[src/rtl/mux_nto1_reg.sv]
// N-input, WIDTH-bit registered multiplexer with a valid/ready handshake on every
// input channel and on the output; manual select (mode 0) or round-robin scan (mode 1).
module mux_nto1_reg #(
    parameter int WIDTH = 8,
    parameter int N     = 4,
    parameter int SELW  = $clog2(N)
) (
    input  logic               clk,
    input  logic               rst_n,
    input  logic [N*WIDTH-1:0] in_data,
    input  logic [N-1:0]       in_valid,
    output logic [N-1:0]       in_ready,
    input  logic [SELW-1:0]    sel,
    input  logic               mode,
    output logic [WIDTH-1:0]   out_data,
    output logic               out_valid,
    input  logic               out_ready,
    output logic [SELW-1:0]    out_chan
);

    localparam logic [SELW:0]   NUM_CH  = (SELW + 1)'(N);
    localparam logic [SELW-1:0] LAST_CH = SELW'(N - 1);

    logic [SELW-1:0]  cur_s;
    logic             cur_in_range_s;
    logic [WIDTH-1:0] cur_data_s;
    logic             cur_valid_s;
    logic             can_load_s;
    logic             accept_s;
    logic [SELW-1:0]  scan_step_s;

    logic [WIDTH-1:0] out_data_d,  out_data_q;
    logic [SELW-1:0]  out_chan_d,  out_chan_q;
    logic             out_valid_d, out_valid_q;
    logic [SELW-1:0]  scan_ptr_d,  scan_ptr_q;

    // Current channel; a manual select beyond N-1 names no channel at all
    always_comb begin
        cur_s          = mode ? scan_ptr_q : sel;
        cur_in_range_s = ({1'b0, cur_s} < NUM_CH);
    end

    // Data/valid of the current channel as an AND-OR mux over all channels
    always_comb begin
        cur_data_s  = '0;
        cur_valid_s = 1'b0;
        for (int k = 0; k < N; k++) begin
            cur_data_s  = cur_data_s | ({WIDTH{cur_s == SELW'(k)}} & in_data[k*WIDTH +: WIDTH]);
            cur_valid_s = cur_valid_s | ((cur_s == SELW'(k)) & in_valid[k]);
        end
    end

    // Handshake: ready never depends on in_valid, and is forced low while in reset
    always_comb begin
        can_load_s = !out_valid_q || out_ready;
        if (rst_n && can_load_s && cur_in_range_s) begin
            in_ready = N'(1) << cur_s;
        end else begin
            in_ready = '0;
        end
        accept_s = can_load_s && cur_in_range_s && cur_valid_s;
    end

    // Scan pointer moves on an accept or past an empty channel, holds on a stall
    always_comb begin
        scan_step_s = (scan_ptr_q == LAST_CH) ? '0 : scan_ptr_q + SELW'(1);
        if (mode && (accept_s || !cur_valid_s)) begin
            scan_ptr_d = scan_step_s;
        end else begin
            scan_ptr_d = scan_ptr_q;
        end
    end

    // Output register: load on accept, empty on drain, otherwise hold
    always_comb begin
        out_data_d  = out_data_q;
        out_chan_d  = out_chan_q;
        out_valid_d = out_valid_q;
        if (accept_s) begin
            out_data_d  = cur_data_s;
            out_chan_d  = cur_s;
            out_valid_d = 1'b1;
        end else if (out_ready) begin
            out_valid_d = 1'b0;
        end else begin
            out_valid_d = out_valid_q;
        end
    end

    // State flops with asynchronous active-low reset
    always_ff @(posedge clk or negedge rst_n) begin
        if (!rst_n) begin
            out_data_q  <= '0;
            out_chan_q  <= '0;
            out_valid_q <= 1'b0;
            scan_ptr_q  <= '0;
        end else begin
            out_data_q  <= out_data_d;
            out_chan_q  <= out_chan_d;
            out_valid_q <= out_valid_d;
            scan_ptr_q  <= scan_ptr_d;
        end
    end

    assign out_data  = out_data_q;
    assign out_chan  = out_chan_q;
    assign out_valid = out_valid_q;

endmodule

[config.mk]
export PLATFORM = sky130hd
export DESIGN_NAME = mux_nto1_reg
export DESIGN_NICKNAME = d
export VERILOG_FILES = /design/src/rtl/mux_nto1_reg.sv
export SDC_FILE = /design/constraint.sdc
export NUM_CORES = 1
export LEC_CHECK = 0
export CAP_MARGIN = 20
export CORE_MARGIN = 4
export CORE_UTILIZATION = 39
export CTS_CLUSTER_DIAMETER = 100
export CTS_CLUSTER_SIZE = 14
export DETAILED_ROUTE_END_ITERATION = 8
export PLACE_DENSITY_LB_ADDON = 0.08
export SETUP_SLACK_MARGIN = 0.02
export SYNTH_ARGS = -nofsm -noshare
export SYNTH_HDL_FRONTEND = slang
export SYNTH_SLANG_ARGS = --single-unit
[constraint.sdc]
create_clock -name clk -period 3.29 [get_ports clk]
set_input_delay 0.658 -clock clk [delete_from_list [all_inputs] [get_ports clk]]
set_output_delay 0.658 -clock clk [all_outputs]
set_load 0.005 [all_outputs]
Figure 1. Clock wiring as the flow saved it.
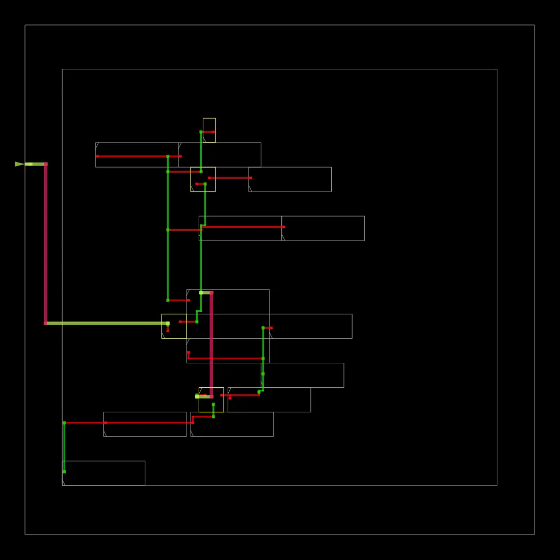
Seq cells: 13
clock-net power: 0.0964 mW
Max Clock Skew: 0.00284 ns
CTS Buf Count: 3

Figure 2. Register map, names as in the netlist.
Scale bar: 20 um. Other sequential cells in the stronger gray, the rest of the logic in the fainter gray.
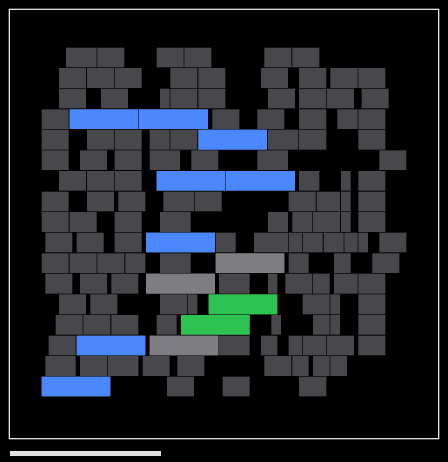
color	signal	flops
blue	out_data	8
green	scan_ptr_q	2
Seq area share: 21.0%
sequential power: 0.303 mW

==> flow_summary_export.csv <==
group,metric,value,unit
status,status,"finished, final reports clean",
clock_network,postCtsSetupBuffers,0,
job,maxCapViolations,0,
logic_synthesis,simple_gate_share,12.4,%
logic_synthesis,adder_share,1.36,%
global_route,overflow,0,
critical_path,path_common_cell,"clkdlybuf4s50_1",
global_route,grt_start_max_net_pins,14,
drt,totalWireLength,2.38,mm
place,hpwl,2.00,mm
place,place_ws,0.378,ns
critical_path,critPathMaxStageDelay,0.51,ns
job,warnings,26,
place,place_area,1530,um2
logic_synthesis,ys_types,24,
die,core-area,2230,um2
drt,wl_per_cell,13.9,um
timing,drv_slew,0,
logic_synthesis,ys_sh_aoi,4.62,%
logic_synthesis,syn-cell-area,921,um2
timing,rsz0062_at_grt,"no",
timing,max_freq,343,MHz
final_layout,most-common-layout-cells,"56 x clkdlybuf4s50_1, 26 x mux2i_1, 13 x dfrtp_1",
pwr,power_density,604,nW/um2
pwr,ir_drop,0.443,mV
critical_path,cp-start-kind,"input port",
final_layout,fin_area,1550,um2
global_route,grt_pass1_wl,3.84,mm
clock_network,cts_hold_buf,0,
global_route,track_usage,15.0,%
logic_synthesis,top_logic_kind,"multiplexers",
logic_synthesis,syn_nets,125,
critical_path,endpoint_kind,"output pin",
critical_path,worstPathArrival,2.26,ns
timing,final_period_minus_worst_setup_slack,2.92,ns
logic_synthesis,ys_warn_count,0,
drt,drt_iter0_drc,13,
timing,relSlewSlack,79.4,%
logic_synthesis,ys_area,921,um2
logic_synthesis,xor_share,0,%
critical_path,cp_slowest_cell,"clkdlybuf4s50_1",
clock_network,clk_latency,0.27,ns
timing,worstMarginPinSlew,0.301,ns
drt,firstDrtPassIters,4,
clock_network,htreeDepth,1,
critical_path,critPathKind,"input port to output pin",
drt,drc_errors,0,
die,die_area,3200,um2
global_route,grt_pass1_vias,887,
critical_path,critPathBufInv,2,
clock_network,numClockSinks,13,
timing,finalSetupViolCount,0,
final_layout,final_core_util,69.5,%
drt,vias_per_cell,5.12,
pwr,leakage,0.691,nW
die,row_count,17,
timing,finalClockPeriodUsage,88.7,%
clock_network,post_cts_resized,0,
logic_synthesis,postSynthAreaPerCell,11.2,um2
die,floorplan.core_util,41.2,%
place,place_inst,168,
global_route,antenna_found_initial,0,
worst_hold_path,hold_path.class,"flop to flop",
drt,ant_nets,0,
final_layout,syn_to_final_growth,68.6,%
die,num_io_pins,57,
critical_path,path_max_fanout,4,
final_layout,n_fill_cell,191,
final_layout,nNetsFinal,188,
critical_path,crit_chain,"clkdlybuf4s50_1 -> mux2i_1 -> nand3_1 -> nor2_1 -> clkdlybuf4s50_1",
clock_network,tritoncts,"yes",
logic_synthesis,synth_flops,13,
place,gp_congestion,0.788,
logic_synthesis,mux_share,41.7,%
clock_network,cts.reportedPaths.clkPinSlew,0.07,ns
drt,num_vias,880,
critical_path,required,2.63,ns
logic_synthesis,synthCells,82,
clock_network,clockBufferDepth,2,
clock_network,cts_root_buf,"clkbuf_4",
logic_synthesis,ys_cells,82,
timing,worst_slack,0.371,ns
timing,hold_viol_final,0,
timing,setup_tns,0,ns
logic_synthesis,ys_seq_share,35.3,%
critical_path,crit_family,"buffers and inverters",
final_layout,num_antenna_cells,0,
final_layout,drive_gt1_share,13.9,%
Figure 3. Ports around the boundary.
Pins as bars across the die edge, other pins in gray.
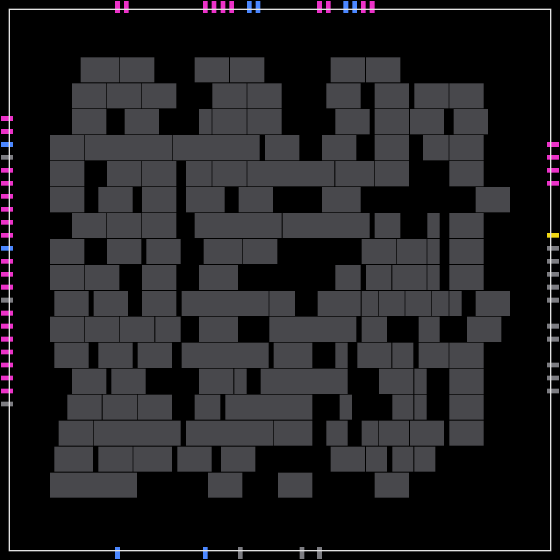
color	port	pins	direction	edge
blue	out_data	8	output	4 top, 2 bottom, 2 left
yellow	mode	1	input	right
magenta	in_data	32	input	18 left, 10 top, 4 right
die width: 56.6 um
die height: 56.6 um
Buffers on Ports: 56

Figure 4. Gate-type map.
Scale bar: 20 um.
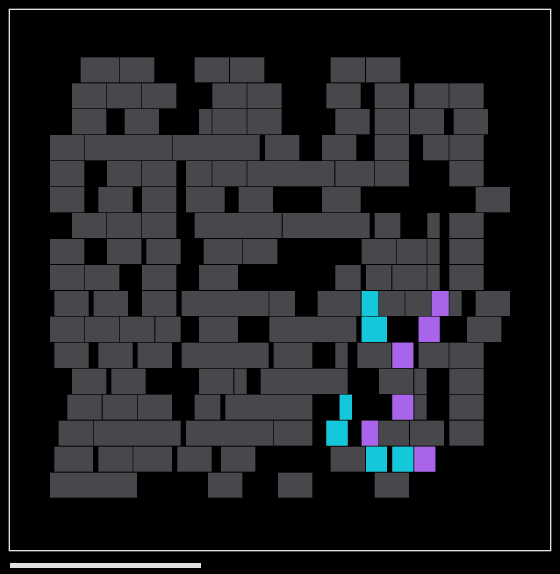
color	family	cells
purple	aoi and oai cells	6
cyan	nand cells	6
non-filler cells, final: 172
dominant logic cell type in the layout: clkdlybuf4s50_1
multi-input gate share of the layout cell area: 35.6%

stage by stage:
step / hold slack (ns) / power (mW)
2_1_floorplan: 0.362 / 0.579
3_3_place_gp: 0.487 / 0.830
3_5_place_dp: 0.492 / 0.853
4_1_cts: 0.509 / 0.952
5_1_grt: 0.513 / 1.01
6_report: 0.509 / 0.938
report_power, final:
group / internal (mW) / switching [mW]
Sequential: 0.243 / 0.0598
Combinational: 0.347 / 0.192
Clock: 0.0470 / 0.0495
Total: 0.636 / 0.301
sequential cells by signal (all words and copies together) (netlist names):
signal,flops
out_valid,1
out_chan,2
out_data,8
scan_ptr_q,2
Yosys cell counts (all sizes together):
cell type / instances / area, um2
a21o: 1 / 7.51
a21oi: 1 / 5.00
a31oi: 4 / 25.0
and4: 2 / 17.5
and4b: 2 / 20.0
buf: 4 / 35.0
dfrtp: 13 / 325
ha: 1 / 12.5
inv: 2 / 7.51
mux2: 11 / 124
mux2i: 26 / 260
nand2: 2 / 10.0
nand2b: 1 / 6.26
nand3: 1 / 5.00
nand3b: 1 / 7.51
nand4: 1 / 6.26
nor2: 6 / 22.5
nor2b: 1 / 8.76
nor4bb: 1 / 10.0
o21ai: 1 / 5.00
kinds of logic (layout without fill, tap and decap cells):
logic type / count (synthesis) / in the layout
AOI/OAI and AO/OA: 7 / 7
adders and majority gates: 1 / 1
buffers and inverters: 6 / 68
DFF: 13 / 13
muxes: 37 / 37
and+or+nand+nor: 18 / 18
layer usage:
metal | global-route usage, % | wire [um]
met1 | 18.4 | 996
met2 | 24.9 | 1140
met3 | 4.14 | 220
met4 | 5.08 | 29
met5 | 0 | 0
path summary, 6_finish.rpt:
kind / depth (start not counted) / to / start / slack (ns)
min in group asynchronous: 2 / out_data[6] / rst_n / 0.77
min: 1 / out_data[5] / out_data[5] / 0.51
max: 5 / in_ready[0] / mode / 0.37
max reg2reg: 5 / out_data[0] / scan_ptr_q[1] / 1.54
max in group asynchronous: 2 / out_data[5] / rst_n / 2.36
min reg2reg: 1 / out_data[5] / out_data[5] / 0.51
worst reg2reg max path: cells and delay by family, from the launching register on:
family | cells | cell delay (ns)
AND-OR/OR-AND | 1 | 0.20
multiplexers | 1 | 0.38
flip-flops | 1 | 0.47
AND/OR/NAND/NOR | 3 | 0.61
cell type report:
type	count	area, um2	share of cell area, %
Tap cell	28	35.0	2.26
Clock buffer	4	26.3	1.69
Sequential cell	13	325	21.0
Inverter	2	7.51	0.483
Multi-Input combinational cell	63	553	35.6
Timing Repair Buffer	62	606	39.0
No activity file was given, so power comes from the tool's default toggle rates.
